File: config.mk
export PLATFORM = sky130hd
export DESIGN_NAME = id_decode_stage
export DESIGN_NICKNAME = d
export VERILOG_FILES = /design/src/rtl/alu_cmd_pkg.sv /design/src/rtl/id_decode_comb.sv /design/src/rtl/id_decode_stage.sv
export SDC_FILE = /design/constraint.sdc
export NUM_CORES = 1
export LEC_CHECK = 0
export ABC_AREA = 1
export CORE_MARGIN = 2
export CORE_UTILIZATION = 50
export CTS_BUF_LIST = sky130_fd_sc_hd__clkbuf_2
export CTS_CLUSTER_DIAMETER = 40
export DETAILED_ROUTE_END_ITERATION = 12
export GPL_TIMING_DRIVEN = 0
export HOLD_SLACK_MARGIN = 0.05
export PLACE_DENSITY = 0.88
export SETUP_SLACK_MARGIN = 0.15
export SYNTH_ARGS = -nofsm -noshare
export SYNTH_HDL_FRONTEND = slang
export SYNTH_HIERARCHICAL = 1
export SYNTH_SLANG_ARGS = --single-unit
File: constraint.sdc
create_clock -name clk -period 2.11 [get_ports clk]
set_input_delay 0.211 -clock clk [delete_from_list [all_inputs] [get_ports clk]]
set_output_delay 0.211 -clock clk [all_outputs]
set_load 0.05 [all_outputs]
File: src/rtl/alu_cmd_pkg.sv
// Shared encodings for the ID stage: ALU CMD codes, MIPS opcode/funct values,
// branch-type codes and the decoded-instruction bundle.
package alu_cmd_pkg;

    localparam int unsigned CMD_W  = 4;
    localparam int unsigned DATA_W = 32;
    localparam int unsigned REG_W  = 5;
    localparam int unsigned BR_W   = 2;

    localparam logic [CMD_W-1:0] CMD_ADD = 4'b0000;
    localparam logic [CMD_W-1:0] CMD_SUB = 4'b0010;
    localparam logic [CMD_W-1:0] CMD_AND = 4'b0100;
    localparam logic [CMD_W-1:0] CMD_OR  = 4'b0101;
    localparam logic [CMD_W-1:0] CMD_NOR = 4'b0110;
    localparam logic [CMD_W-1:0] CMD_XOR = 4'b0111;
    localparam logic [CMD_W-1:0] CMD_SLL = 4'b1000;
    localparam logic [CMD_W-1:0] CMD_SRA = 4'b1001;
    localparam logic [CMD_W-1:0] CMD_SRL = 4'b1010;

    localparam logic [5:0] OP_RTYPE = 6'h00;
    localparam logic [5:0] OP_J     = 6'h02;
    localparam logic [5:0] OP_BEQ   = 6'h04;
    localparam logic [5:0] OP_BNE   = 6'h05;
    localparam logic [5:0] OP_ADDI  = 6'h08;
    localparam logic [5:0] OP_ANDI  = 6'h0C;
    localparam logic [5:0] OP_ORI   = 6'h0D;
    localparam logic [5:0] OP_XORI  = 6'h0E;
    localparam logic [5:0] OP_LW    = 6'h23;
    localparam logic [5:0] OP_SW    = 6'h2B;

    localparam logic [5:0] FN_SLL  = 6'h00;
    localparam logic [5:0] FN_SRL  = 6'h02;
    localparam logic [5:0] FN_SRA  = 6'h03;
    localparam logic [5:0] FN_SLLV = 6'h04;
    localparam logic [5:0] FN_SRLV = 6'h06;
    localparam logic [5:0] FN_SRAV = 6'h07;
    localparam logic [5:0] FN_ADD  = 6'h20;
    localparam logic [5:0] FN_SUB  = 6'h22;
    localparam logic [5:0] FN_AND  = 6'h24;
    localparam logic [5:0] FN_OR   = 6'h25;
    localparam logic [5:0] FN_XOR  = 6'h26;
    localparam logic [5:0] FN_NOR  = 6'h27;

    localparam logic [BR_W-1:0] BR_NONE = 2'b00;
    localparam logic [BR_W-1:0] BR_BEQ  = 2'b01;
    localparam logic [BR_W-1:0] BR_BNE  = 2'b10;
    localparam logic [BR_W-1:0] BR_J    = 2'b11;

    typedef struct packed {
        logic [CMD_W-1:0]  exe_cmd;
        logic [DATA_W-1:0] val_a;
        logic [DATA_W-1:0] val_b;
        logic [DATA_W-1:0] st_val;
        logic [REG_W-1:0]  dest;
        logic              wb_en;
        logic              mem_r;
        logic              mem_w;
        logic [BR_W-1:0]   br_type;
        logic [DATA_W-1:0] br_imm;
        logic              illegal;
    } dec_t;

endpackage

File: src/rtl/id_decode_comb.sv
// Combinational MIPS decoder: instruction + register read data -> ALU/MEM/WB control bundle.
module id_decode_comb
    import alu_cmd_pkg::*;
(
    input  logic [DATA_W-1:0] instr,
    input  logic [DATA_W-1:0] rs_data,
    input  logic [DATA_W-1:0] rt_data,
    output dec_t              dec
);

    logic [5:0]        w_op;
    logic [5:0]        w_fn;
    logic [REG_W-1:0]  w_rt;
    logic [REG_W-1:0]  w_rd;
    logic [REG_W-1:0]  w_shamt;
    logic [DATA_W-1:0] w_imm_sext;
    logic [DATA_W-1:0] w_imm_zext;

    assign w_op       = instr[31:26];
    assign w_fn       = instr[5:0];
    assign w_rt       = instr[20:16];
    assign w_rd       = instr[15:11];
    assign w_shamt    = instr[10:6];
    assign w_imm_sext = {{16{instr[15]}}, instr[15:0]};
    assign w_imm_zext = {16'b0, instr[15:0]};

    always_comb begin
        dec         = '0;
        dec.exe_cmd = CMD_ADD;
        dec.st_val  = rt_data;
        dec.br_imm  = (w_op == OP_J) ? {6'b0, instr[25:0]} : w_imm_sext;

        case (w_op)
            OP_RTYPE: begin
                dec.dest  = w_rd;
                dec.wb_en = 1'b1;
                dec.val_a = rs_data;
                dec.val_b = rt_data;
                case (w_fn)
                    FN_ADD:  dec.exe_cmd = CMD_ADD;
                    FN_SUB:  dec.exe_cmd = CMD_SUB;
                    FN_AND:  dec.exe_cmd = CMD_AND;
                    FN_OR:   dec.exe_cmd = CMD_OR;
                    FN_XOR:  dec.exe_cmd = CMD_XOR;
                    FN_NOR:  dec.exe_cmd = CMD_NOR;
                    FN_SLL, FN_SRL, FN_SRA: begin
                        dec.val_a = rt_data;
                        dec.val_b = {27'b0, w_shamt};
                        dec.exe_cmd = (w_fn == FN_SLL) ? CMD_SLL :
                                      (w_fn == FN_SRL) ? CMD_SRL : CMD_SRA;
                    end
                    FN_SLLV, FN_SRLV, FN_SRAV: begin
                        dec.val_a = rt_data;
                        dec.val_b = {27'b0, rs_data[4:0]};
                        dec.exe_cmd = (w_fn == FN_SLLV) ? CMD_SLL :
                                      (w_fn == FN_SRLV) ? CMD_SRL : CMD_SRA;
                    end
                    default: dec.illegal = 1'b1;
                endcase
            end
            OP_ADDI, OP_ANDI, OP_ORI, OP_XORI, OP_LW: begin
                dec.dest  = w_rt;
                dec.wb_en = 1'b1;
                dec.val_a = rs_data;
                dec.val_b = (w_op == OP_ADDI || w_op == OP_LW) ? w_imm_sext : w_imm_zext;
                dec.mem_r = (w_op == OP_LW);
                dec.exe_cmd = (w_op == OP_ANDI) ? CMD_AND :
                              (w_op == OP_ORI)  ? CMD_OR  :
                              (w_op == OP_XORI) ? CMD_XOR : CMD_ADD;
            end
            OP_SW: begin
                dec.val_a = rs_data;
                dec.val_b = w_imm_sext;
                dec.mem_w = 1'b1;
            end
            OP_BEQ, OP_BNE: begin
                dec.exe_cmd = CMD_SUB;
                dec.val_a   = rs_data;
                dec.val_b   = rt_data;
                dec.br_type = (w_op == OP_BEQ) ? BR_BEQ : BR_BNE;
            end
            OP_J:    dec.br_type = BR_J;
            default: dec.illegal = 1'b1;
        endcase

        // Writes to $0 are dropped, which makes the all-zero word a NOP.
        if (dec.dest == '0) dec.wb_en = 1'b0;

        if (dec.illegal) begin
            dec.exe_cmd = CMD_ADD;
            dec.val_a   = '0;
            dec.val_b   = '0;
            dec.dest    = '0;
            dec.wb_en   = 1'b0;
            dec.mem_r   = 1'b0;
            dec.mem_w   = 1'b0;
            dec.br_type = BR_NONE;
        end
    end

endmodule

File: src/rtl/id_decode_stage.sv
// ID pipeline stage: registers the decoded instruction with valid/ready toward EXE,
// branch flush, and a saturating count of accepted illegal instructions.
module id_decode_stage
    import alu_cmd_pkg::*;
#(
    parameter int unsigned ILL_CNT_W = 8
) (
    input  logic                 clk,
    input  logic                 rst,
    input  logic                 in_valid,
    output logic                 in_ready,
    input  logic [DATA_W-1:0]    instr,
    input  logic [DATA_W-1:0]    pc_in,
    input  logic [DATA_W-1:0]    rs_data,
    input  logic [DATA_W-1:0]    rt_data,
    input  logic                 flush,
    output logic                 out_valid,
    input  logic                 out_ready,
    output logic [CMD_W-1:0]     exe_cmd,
    output logic [DATA_W-1:0]    val_a,
    output logic [DATA_W-1:0]    val_b,
    output logic [DATA_W-1:0]    st_val,
    output logic [REG_W-1:0]     dest,
    output logic                 wb_en,
    output logic                 mem_r,
    output logic                 mem_w,
    output logic [BR_W-1:0]      br_type,
    output logic [DATA_W-1:0]    br_imm,
    output logic [DATA_W-1:0]    pc_out,
    output logic                 illegal,
    output logic [ILL_CNT_W-1:0] illegal_cnt
);

    dec_t                 w_dec;
    dec_t                 r_dec;
    logic [DATA_W-1:0]    r_pc;
    logic                 r_out_valid;
    logic [ILL_CNT_W-1:0] r_ill_cnt;
    logic                 w_load;

    id_decode_comb u_dec (
        .instr   (instr),
        .rs_data (rs_data),
        .rt_data (rt_data),
        .dec     (w_dec)
    );

    assign in_ready = !r_out_valid || out_ready;
    assign w_load   = in_valid && in_ready && !flush;

    // Pipeline register: flush kills, load replaces, otherwise drain or hold.
    always_ff @(posedge clk or negedge rst) begin
        if (!rst) begin
            r_dec       <= '0;
            r_pc        <= '0;
            r_out_valid <= 1'b0;
            r_ill_cnt   <= '0;
        end else if (flush) begin
            r_out_valid <= 1'b0;
        end else if (w_load) begin
            r_dec       <= w_dec;
            r_pc        <= pc_in;
            r_out_valid <= 1'b1;
            if (w_dec.illegal && (r_ill_cnt != '1))
                r_ill_cnt <= r_ill_cnt + ILL_CNT_W'(1);
        end else if (out_ready) begin
            r_out_valid <= 1'b0;
        end
    end

    assign out_valid   = r_out_valid;
    assign exe_cmd     = r_dec.exe_cmd;
    assign val_a       = r_dec.val_a;
    assign val_b       = r_dec.val_b;
    assign st_val      = r_dec.st_val;
    assign dest        = r_dec.dest;
    assign wb_en       = r_dec.wb_en;
    assign mem_r       = r_dec.mem_r;
    assign mem_w       = r_dec.mem_w;
    assign br_type     = r_dec.br_type;
    assign br_imm      = r_dec.br_imm;
    assign pc_out      = r_pc;
    assign illegal     = r_dec.illegal;
    assign illegal_cnt = r_ill_cnt;

endmodule

==> reports/qor.yml <==
worst_skew_pair.late_latency_ns: 0.81
cp_data_required_time_ns: 1.90
globalRouteOverflowTotal: 0
hold_buffers: 53
cts.sinks: 184
routed_via_density: 5.09
synthTopLogicFamily: "simple AND/OR/NAND/NOR gates"
hp-class: "in -> reg"
dp_cells: 1821
yosys_warnings: 6
antenna_left: 0
cts_tree: "built"
clk_root_buffer_cell: "clkbuf_2"
seq_area_um2: 4610
p_sw_mw: 3.58
comb-power_mw: 3.06
peakVddDrop_v: 0.000418
insertedDiodeCount: 2
signal_buffers: 484
synthToLayoutAreaGrowth_pct: 46.3
top_area_cell: "dfrtp_1"
p_total_mw: 9.01
worst-path-stages: 1
drive_gt1_share_pct: 20.9
ys_seq_share_pct: 49.2
cpMaxStageDelayCell: "dfrtp_1"
fillers: 1358
syn-num-nets: 1403
yosysMostFrequentCell: "nand2_1"
end_kind: "output port"
critical_path_class: "reg -> out"
grt_max_degree: 101
synthSimpleGateAreaFrac_pct: 34.2
ys_ff: 184
first_pass_iters: 5
synth-edff-count: 0
hold_end: "val_a[21]$_DFFE_PN0P_"
dr_wl_met3_um: 2710
maxPowerGroup: "registers"
syn_inst: 1269
warnings: 28
pg_seq_mw: 4.08
pwr-share-seq_pct: 45.3
highest_layer: "met4"
timing.critical_path.to: "illegal_cnt[4]"
avgSynthCellArea_um2: 7.37
lay_top_count: "nand2_1"
yosys-top-cells-count: "nand2_1 (745), dfrtp_1 (184), inv_1 (73)"
synthFlopType: "dfrtp_1"
port_buffers: 317
use_met3_pct: 8.83
xor_share_pct: 0.187
combPwrFrac_pct: 34.0
final_cell_mix: "nand2_1 (744), dfrtp_1 (183), clkdlybuf4s15_2 (152)"
pin_count: 318
reg2reg_slack_ns: 0.55
num-nonclk-inverters: 81
drc: 0
clock_path_buffers: 2
period_used_pct: 88.6
fin_cells: 1908
grt.met2_usage_pct: 57.7
status: "completed"
ys_sh_mux_pct: 0
p_clk_mw: 1.87
comb_area_share_pct: 26.3
crit_arrival_ns: 1.66
r2r_start: "out_valid$_DFFE_PN0P_"
gp_congestion: 0.938
use_met1_pct: 38.7
grt.total_usage_pct: 33.2
power_density_nw_per_um2: 658
leakage_nw: 7.33
first_global_vias: 9892
rsz0062_at_grt: "no"
cp_top_family: "flip-flops"
grt_pass1_wl_um: 51300
synthAoiAreaFrac_pct: 3.80
busiest_layer: "met2"
h-tree-depth: 4
clk_pin_slew_ns: 0.25
dieArea_um2: 19800
dominant_cells: "buffers"
dp_hpwl_um: 23000
max_slew.worst_pin.slew_ns: 0.676
die_w_um: 141
synth_chip_area_um2: 9350
cp-start-kind: "flip-flop"
whs_ns: 0.0840
nonClkBufAreaFrac_pct: 33.9
cts_buffers: 17
ys_cells: 1269
tns_ns: 0
cp_cell_sequence: "clkdlybuf4s15_2"
ctsResizeCount: 529
synth_top_area_share_pct: 49.2
clkPwrFrac_pct: 20.7
taps: 234
worstReg2RegEnd: "pc_out[19]$_DFFE_PN0P_"
maxCapViolCount: 0
hold_depth: 7
period_needed_ns: 1.87
post-cts-setup-buffer-count: 0
setup_slack_ns: 0.240
Figure 1. M4 wires.
Bar = 50 µm.
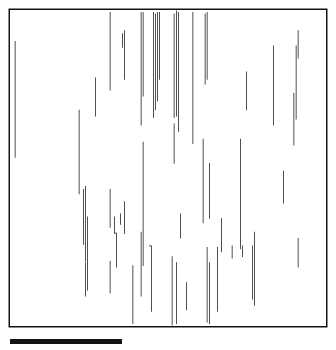
longest straight run	58.5 µm
wire length on this layer	1530 µm
share of all routed wire	4.7%
vias after detailed routing: 9716
drt total wl: 32800 µm

Figure 2. Placement by cell class.
Bar = 50 µm. Fill, decap, tap and diode cells in grey.
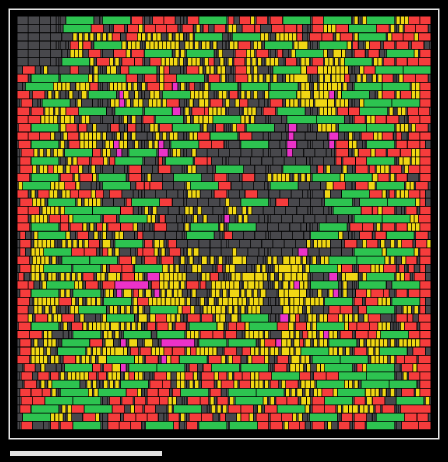
class	colour	cells
all other logic	yellow	973
other buffers and delay cells	red	484
flip-flops	green	184
clock drivers and dummy loads	magenta	31
core area: 18500 µm²
Seq/total area: 33.7%
Layout Utilization: 73.9%
Design Area, Final: 13700 µm²

Power and IR drop assume default switching activity.
